[src/rtl/ct_pt_add_sched_if.sv]
`default_nettype none
// +----------------------------------------------------------------------------+
// | Module  : ct_pt_add_sched_if                                               |
// | Brief   : Request/result bundle between BFV queues and the pt-add lane.    |
// | Revision: 1.0                                                              |
// +----------------------------------------------------------------------------+
interface ct_pt_add_sched_if #(
    parameter int N = 8,
    parameter int W = 16
);
    logic [1:0]       req_valid;
    logic [1:0]       req_ready;
    logic [2*N*W-1:0] req_ct_a;
    logic [2*N*W-1:0] req_ct_b;
    logic [2*N*W-1:0] req_gamma;
    logic             out_valid;
    logic             out_ready;
    logic             out_id;
    logic [N*W-1:0]   out_a;
    logic [N*W-1:0]   out_b;
    logic             busy;

    modport master (
        output req_valid, req_ct_a, req_ct_b, req_gamma, out_ready,
        input  req_ready, out_valid, out_id, out_a, out_b, busy
    );

    modport slave (
        input  req_valid, req_ct_a, req_ct_b, req_gamma, out_ready,
        output req_ready, out_valid, out_id, out_a, out_b, busy
    );
endinterface
`default_nettype wire

[src/rtl/ct_pt_add_sched.sv]
`default_nettype none
// +----------------------------------------------------------------------------+
// | Module  : ct_pt_add_sched                                                  |
// | Brief   : Two-requester round-robin front end feeding a slot-serial        |
// |           B' = (B + delta*gamma) mod q, A' = A mod q lane.                 |
// | Revision: 1.0                                                              |
// +----------------------------------------------------------------------------+
module ct_pt_add_sched #(
    parameter int N      = 8,
    parameter int W      = 16,
    parameter int WW     = 2*W,
    parameter int QP     = 7710,
    parameter int DELTAP = 30
) (
    input  wire logic        clk,
    input  wire logic        rst,
    ct_pt_add_sched_if.slave bus
);
    localparam int             CW       = (N > 1) ? $clog2(N) : 1;
    localparam logic [WW-1:0]  c_qp_ww  = WW'(QP);
    localparam logic [W-1:0]   c_qp_w   = W'(QP);
    localparam logic [W-1:0]   c_delta  = W'(DELTAP);
    localparam logic [CW-1:0]  c_last   = CW'(N-1);

    typedef enum logic [1:0] {
        ST_IDLE = 2'd0,
        ST_RUN  = 2'd1,
        ST_DONE = 2'd2
    } state_t;

    state_t         state_q, state_d;
    logic [CW-1:0]  cnt_q;
    logic           last_grant_q;
    logic           out_id_q;
    logic [W-1:0]   a_q     [N];
    logic [W-1:0]   b_q     [N];
    logic [W-1:0]   g_q     [N];
    logic [W-1:0]   res_a_q [N];
    logic [W-1:0]   res_b_q [N];

    logic           w_grant;
    logic           w_accept;
    logic [1:0]     w_req_ready;
    logic           w_out_valid;
    logic           w_busy;
    logic [N*W-1:0] w_sel_a, w_sel_b, w_sel_g;

    // Tie goes to whichever requester did not win the previous grant.
    always_comb begin
        w_grant = 1'b0;
        case (bus.req_valid)
            2'b10:   w_grant = 1'b1;
            2'b11:   w_grant = ~last_grant_q;
            default: w_grant = 1'b0;
        endcase
    end

    assign w_sel_a = w_grant ? bus.req_ct_a [2*N*W-1 -: N*W] : bus.req_ct_a [N*W-1:0];
    assign w_sel_b = w_grant ? bus.req_ct_b [2*N*W-1 -: N*W] : bus.req_ct_b [N*W-1:0];
    assign w_sel_g = w_grant ? bus.req_gamma[2*N*W-1 -: N*W] : bus.req_gamma[N*W-1:0];

    always_ff @(posedge clk or posedge rst) begin
        if (rst) begin
            state_q <= ST_IDLE;
        end else begin
            state_q <= state_d;
        end
    end

    // req_ready is masked by rst so the handshake is dead while reset is held.
    always_comb begin
        state_d     = state_q;
        w_accept    = 1'b0;
        w_req_ready = 2'b00;
        w_out_valid = 1'b0;
        w_busy      = 1'b0;
        case (state_q)
            ST_IDLE: begin
                if ((|bus.req_valid) && !rst) begin
                    w_accept    = 1'b1;
                    w_req_ready = w_grant ? 2'b10 : 2'b01;
                    state_d     = ST_RUN;
                end
            end
            ST_RUN: begin
                w_busy = 1'b1;
                if (cnt_q == c_last) begin
                    state_d = ST_DONE;
                end
            end
            ST_DONE: begin
                w_busy      = 1'b1;
                w_out_valid = 1'b1;
                if (bus.out_ready) begin
                    state_d = ST_IDLE;
                end
            end
            default: state_d = ST_IDLE;
        endcase
    end

    logic [W-1:0]  w_a_s, w_b_s, w_g_s;
    logic [WW-1:0] w_p;
    logic [W-1:0]  w_pm, w_am, w_bm, w_bres;
    logic [W:0]    w_sum;

    assign w_a_s  = a_q[cnt_q];
    assign w_b_s  = b_q[cnt_q];
    assign w_g_s  = g_q[cnt_q];
    assign w_p    = {{(WW-W){1'b0}}, w_g_s} * {{(WW-W){1'b0}}, c_delta};
    assign w_pm   = W'(w_p % c_qp_ww);
    assign w_am   = w_a_s % c_qp_w;
    assign w_bm   = w_b_s % c_qp_w;
    assign w_sum  = {1'b0, w_bm} + {1'b0, w_pm};
    assign w_bres = (w_sum >= {1'b0, c_qp_w}) ? W'(w_sum - {1'b0, c_qp_w}) : W'(w_sum);

    always_ff @(posedge clk or posedge rst) begin
        if (rst) begin
            cnt_q        <= '0;
            last_grant_q <= 1'b1;
            out_id_q     <= 1'b0;
            for (int i = 0; i < N; i++) begin
                a_q[i]     <= '0;
                b_q[i]     <= '0;
                g_q[i]     <= '0;
                res_a_q[i] <= '0;
                res_b_q[i] <= '0;
            end
        end else if (w_accept) begin
            cnt_q        <= '0;
            last_grant_q <= w_grant;
            out_id_q     <= w_grant;
            for (int i = 0; i < N; i++) begin
                a_q[i] <= w_sel_a[i*W +: W];
                b_q[i] <= w_sel_b[i*W +: W];
                g_q[i] <= w_sel_g[i*W +: W];
            end
        end else if (state_q == ST_RUN) begin
            res_a_q[cnt_q] <= w_am;
            res_b_q[cnt_q] <= w_bres;
            if (cnt_q != c_last) begin
                cnt_q <= cnt_q + CW'(1);
            end
        end
    end

    for (genvar i = 0; i < N; i++) begin : g_pack
        assign bus.out_a[i*W +: W] = res_a_q[i];
        assign bus.out_b[i*W +: W] = res_b_q[i];
    end

    assign bus.req_ready = w_req_ready;
    assign bus.out_valid = w_out_valid;
    assign bus.busy      = w_busy;
    assign bus.out_id    = out_id_q;
endmodule
`default_nettype wire

[src/flat_wrapper.sv]
// flat-port wrapper written by rule: the top's interface ports become plain ports
module ct_pt_add_sched_flat 
#(
    parameter int N      = 8,
    parameter int W      = 16,
    parameter int WW     = 2*W,
    parameter int QP     = 7710,
    parameter int DELTAP = 30
)
  (clk, rst, bus_req_valid, bus_req_ct_a, bus_req_ct_b, bus_req_gamma, bus_out_ready, bus_req_ready, bus_out_valid, bus_out_id, bus_out_a, bus_out_b, bus_busy);
  ct_pt_add_sched_if #(.N(N), .W(W)) bus_i ();
  input  wire logic clk;
  input  wire logic rst;
  input wire logic [$bits(bus_i.req_valid)-1:0] bus_req_valid;
  input wire logic [$bits(bus_i.req_ct_a)-1:0] bus_req_ct_a;
  input wire logic [$bits(bus_i.req_ct_b)-1:0] bus_req_ct_b;
  input wire logic [$bits(bus_i.req_gamma)-1:0] bus_req_gamma;
  input wire logic [$bits(bus_i.out_ready)-1:0] bus_out_ready;
  output wire logic [$bits(bus_i.req_ready)-1:0] bus_req_ready;
  output wire logic [$bits(bus_i.out_valid)-1:0] bus_out_valid;
  output wire logic [$bits(bus_i.out_id)-1:0] bus_out_id;
  output wire logic [$bits(bus_i.out_a)-1:0] bus_out_a;
  output wire logic [$bits(bus_i.out_b)-1:0] bus_out_b;
  output wire logic [$bits(bus_i.busy)-1:0] bus_busy;
  assign bus_i.req_valid = bus_req_valid;
  assign bus_i.req_ct_a = bus_req_ct_a;
  assign bus_i.req_ct_b = bus_req_ct_b;
  assign bus_i.req_gamma = bus_req_gamma;
  assign bus_i.out_ready = bus_out_ready;
  assign bus_req_ready = bus_i.req_ready;
  assign bus_out_valid = bus_i.out_valid;
  assign bus_out_id = bus_i.out_id;
  assign bus_out_a = bus_i.out_a;
  assign bus_out_b = bus_i.out_b;
  assign bus_busy = bus_i.busy;
  ct_pt_add_sched #(.N(N), .W(W), .WW(WW), .QP(QP), .DELTAP(DELTAP)) u_core (.clk(clk), .rst(rst), .bus(bus_i));
endmodule
[config.mk]
export PLATFORM = sky130hd
export DESIGN_NAME = ct_pt_add_sched_flat
export DESIGN_NICKNAME = d
export VERILOG_FILES = /design/src/rtl/ct_pt_add_sched_if.sv /design/src/rtl/ct_pt_add_sched.sv /design/src/flat_wrapper.sv
export SDC_FILE = /design/constraint.sdc
export NUM_CORES = 2
export LEC_CHECK = 0
export CELL_PAD_IN_SITES_DETAIL_PLACEMENT = 1
export CELL_PAD_IN_SITES_GLOBAL_PLACEMENT = 2
export CORE_AREA = 3 3 401 403
export CTS_CLUSTER_SIZE = 25
export DETAILED_ROUTE_END_ITERATION = 16
export DIE_AREA = 0 0 404 406
export PLACE_DENSITY_LB_ADDON = 0.1
export REMOVE_ABC_BUFFERS = 1
export SLEW_MARGIN = 20
export SYNTH_ARGS = -nofsm -noshare
export SYNTH_HDL_FRONTEND = slang
export SYNTH_SLANG_ARGS = --single-unit
export TNS_END_PERCENT = 50
[constraint.sdc]
create_clock -name clk -period 30.2 [get_ports clk]
set_input_delay 4.53 -clock clk [delete_from_list [all_inputs] [get_ports clk]]
set_output_delay 4.53 -clock clk [all_outputs]
set_load 0.03 [all_outputs]
Figure 1. Power grid.
Bar = 100 µm. Pins as bars on the die edge.
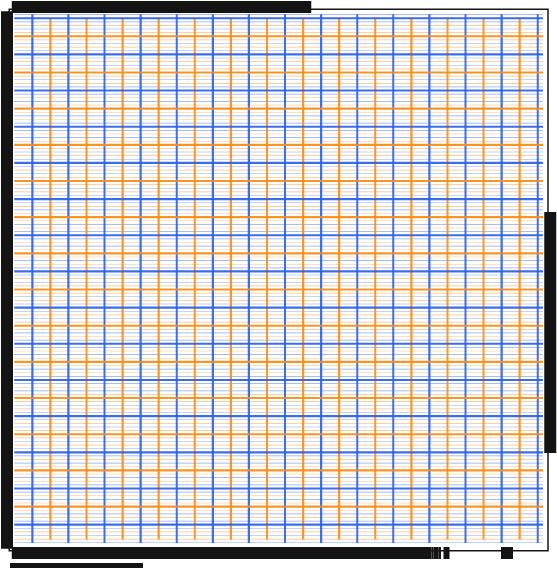
| net | colour |
|---|---|
| VDD | orange |
| VSS | blue |
met1 rails: 147
signal pins: 1034

Figure 2. Placed cells, one colour a class.
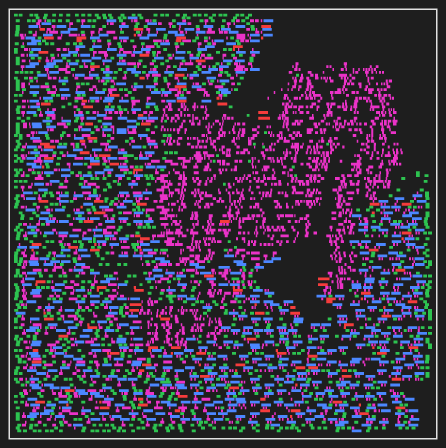
| class | colour | cells | share of their area |
|---|---|---|---|
| other buffers and delay cells | green | 1089 | 22% |
| clock drivers and dummy loads | red | 149 | 5.5% |
| flip-flops | blue | 647 | 32% |
| all other logic | magenta | 2824 | 40% |

Figure 3. Routed clock nets over the placement.
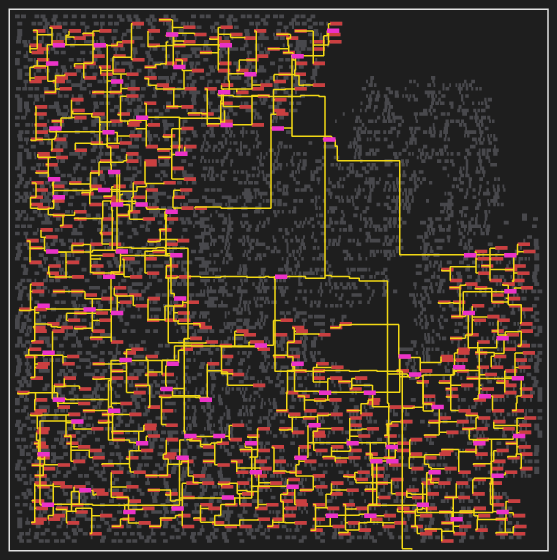
[cells driving clock nets] magenta | count: 85
[flip-flops] red | count: 647
[clock wires] yellow | length: 11900 µm
flops lie: all over the die
routed clock nets: 86

Figure 4. Routed metal, one colour a layer.
Bar = 100 µm.
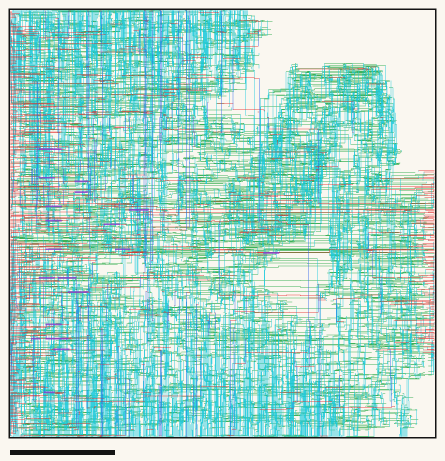
| layer | colour | wire length |
|---|---|---|
| met2 | cyan | 102 mm |
| met4 | blue | 6430 µm |
| met3 | red | 13300 µm |
| met5 | purple | 267 µm |
| met1 | green | 86.4 mm |

Figure 5. Track usage over the die.
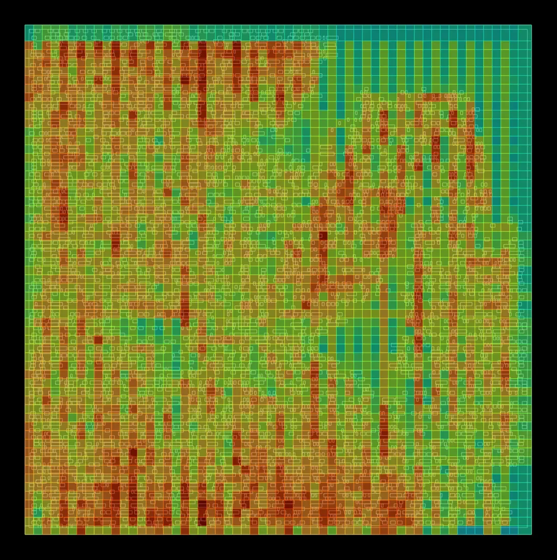
GRT Overall Usage: 0.246
met3 global-route usage: 0.0561
routing usage on met1: 0.309
utilization after layout: 0.334

==> reports/qor.log <==
INFO  job            tool_warnings=48
INFO  global_routing initial_antenna_violation_count=156
INFO  synth          synth.mux.area_fraction=0.0810
INFO  floorplanning  num_tap_cells=2072
INFO  worst_setup_path critPathMaxFanout=32
INFO  worst_setup_path endpoint=u_core.bus.out_b[43]
INFO  final_timing   timing_hold_violations_final=0
INFO  worst_setup_path crit_path_max_incr_delay=860ps
INFO  final_timing   min_tclk_post_route=22440ps
INFO  final_timing   hold-worst-slack=478ps
INFO  drt            avgViaCountPerCell=5.18
INFO  floorplanning  chipWidth=404µm
INFO  outcome        status=finished, final reports clean
INFO  floorplanning  die_area=164000µm²
INFO  worst_hold_path hold_path_class=register to register
INFO  final_layout   biggestCellCategory=multi-input combinational cells
INFO  worst_hold_path hold_depth=2
INFO  worst_setup_path critPathCaptureType=register
INFO  synth          yosys_register_bits=647
INFO  final_layout   numSequentialCells=647
INFO  placed_design  gp_congestion=0.849
[flip-flops by register name (all words and copies together) (netlist names)]
register / flops
u_core.g_q: 128
u_core.cnt_q: 3
u_core.last_grant_q: 1
u_core.a_q: 128
u_core.state_q: 2
u_core.bus.out_id: 1
u_core.bus.out_b: 128
u_core.bus.out_a: 128
u_core.b_q: 128
[logic make-up (layout without fill, tap and decap cells)]
group                    Yosys count  in the layout
AND-OR/OR-AND                   1089           1089
XOR/XNOR                         180            180
adder cells (fa/ha/maj)           86             86
buffers and inverters            707           1704
flip-flops                       647            647
multiplexers                     178            178
other                              1             63
AND/OR/NAND/NOR                  824            824
[routing by layer]
metal	vias up	part of all wire
met3	346	0.064
met4	38	0.031
met1	18036	0.41
li1	15771	-
met5	-	0.0013
met2	1238	0.49
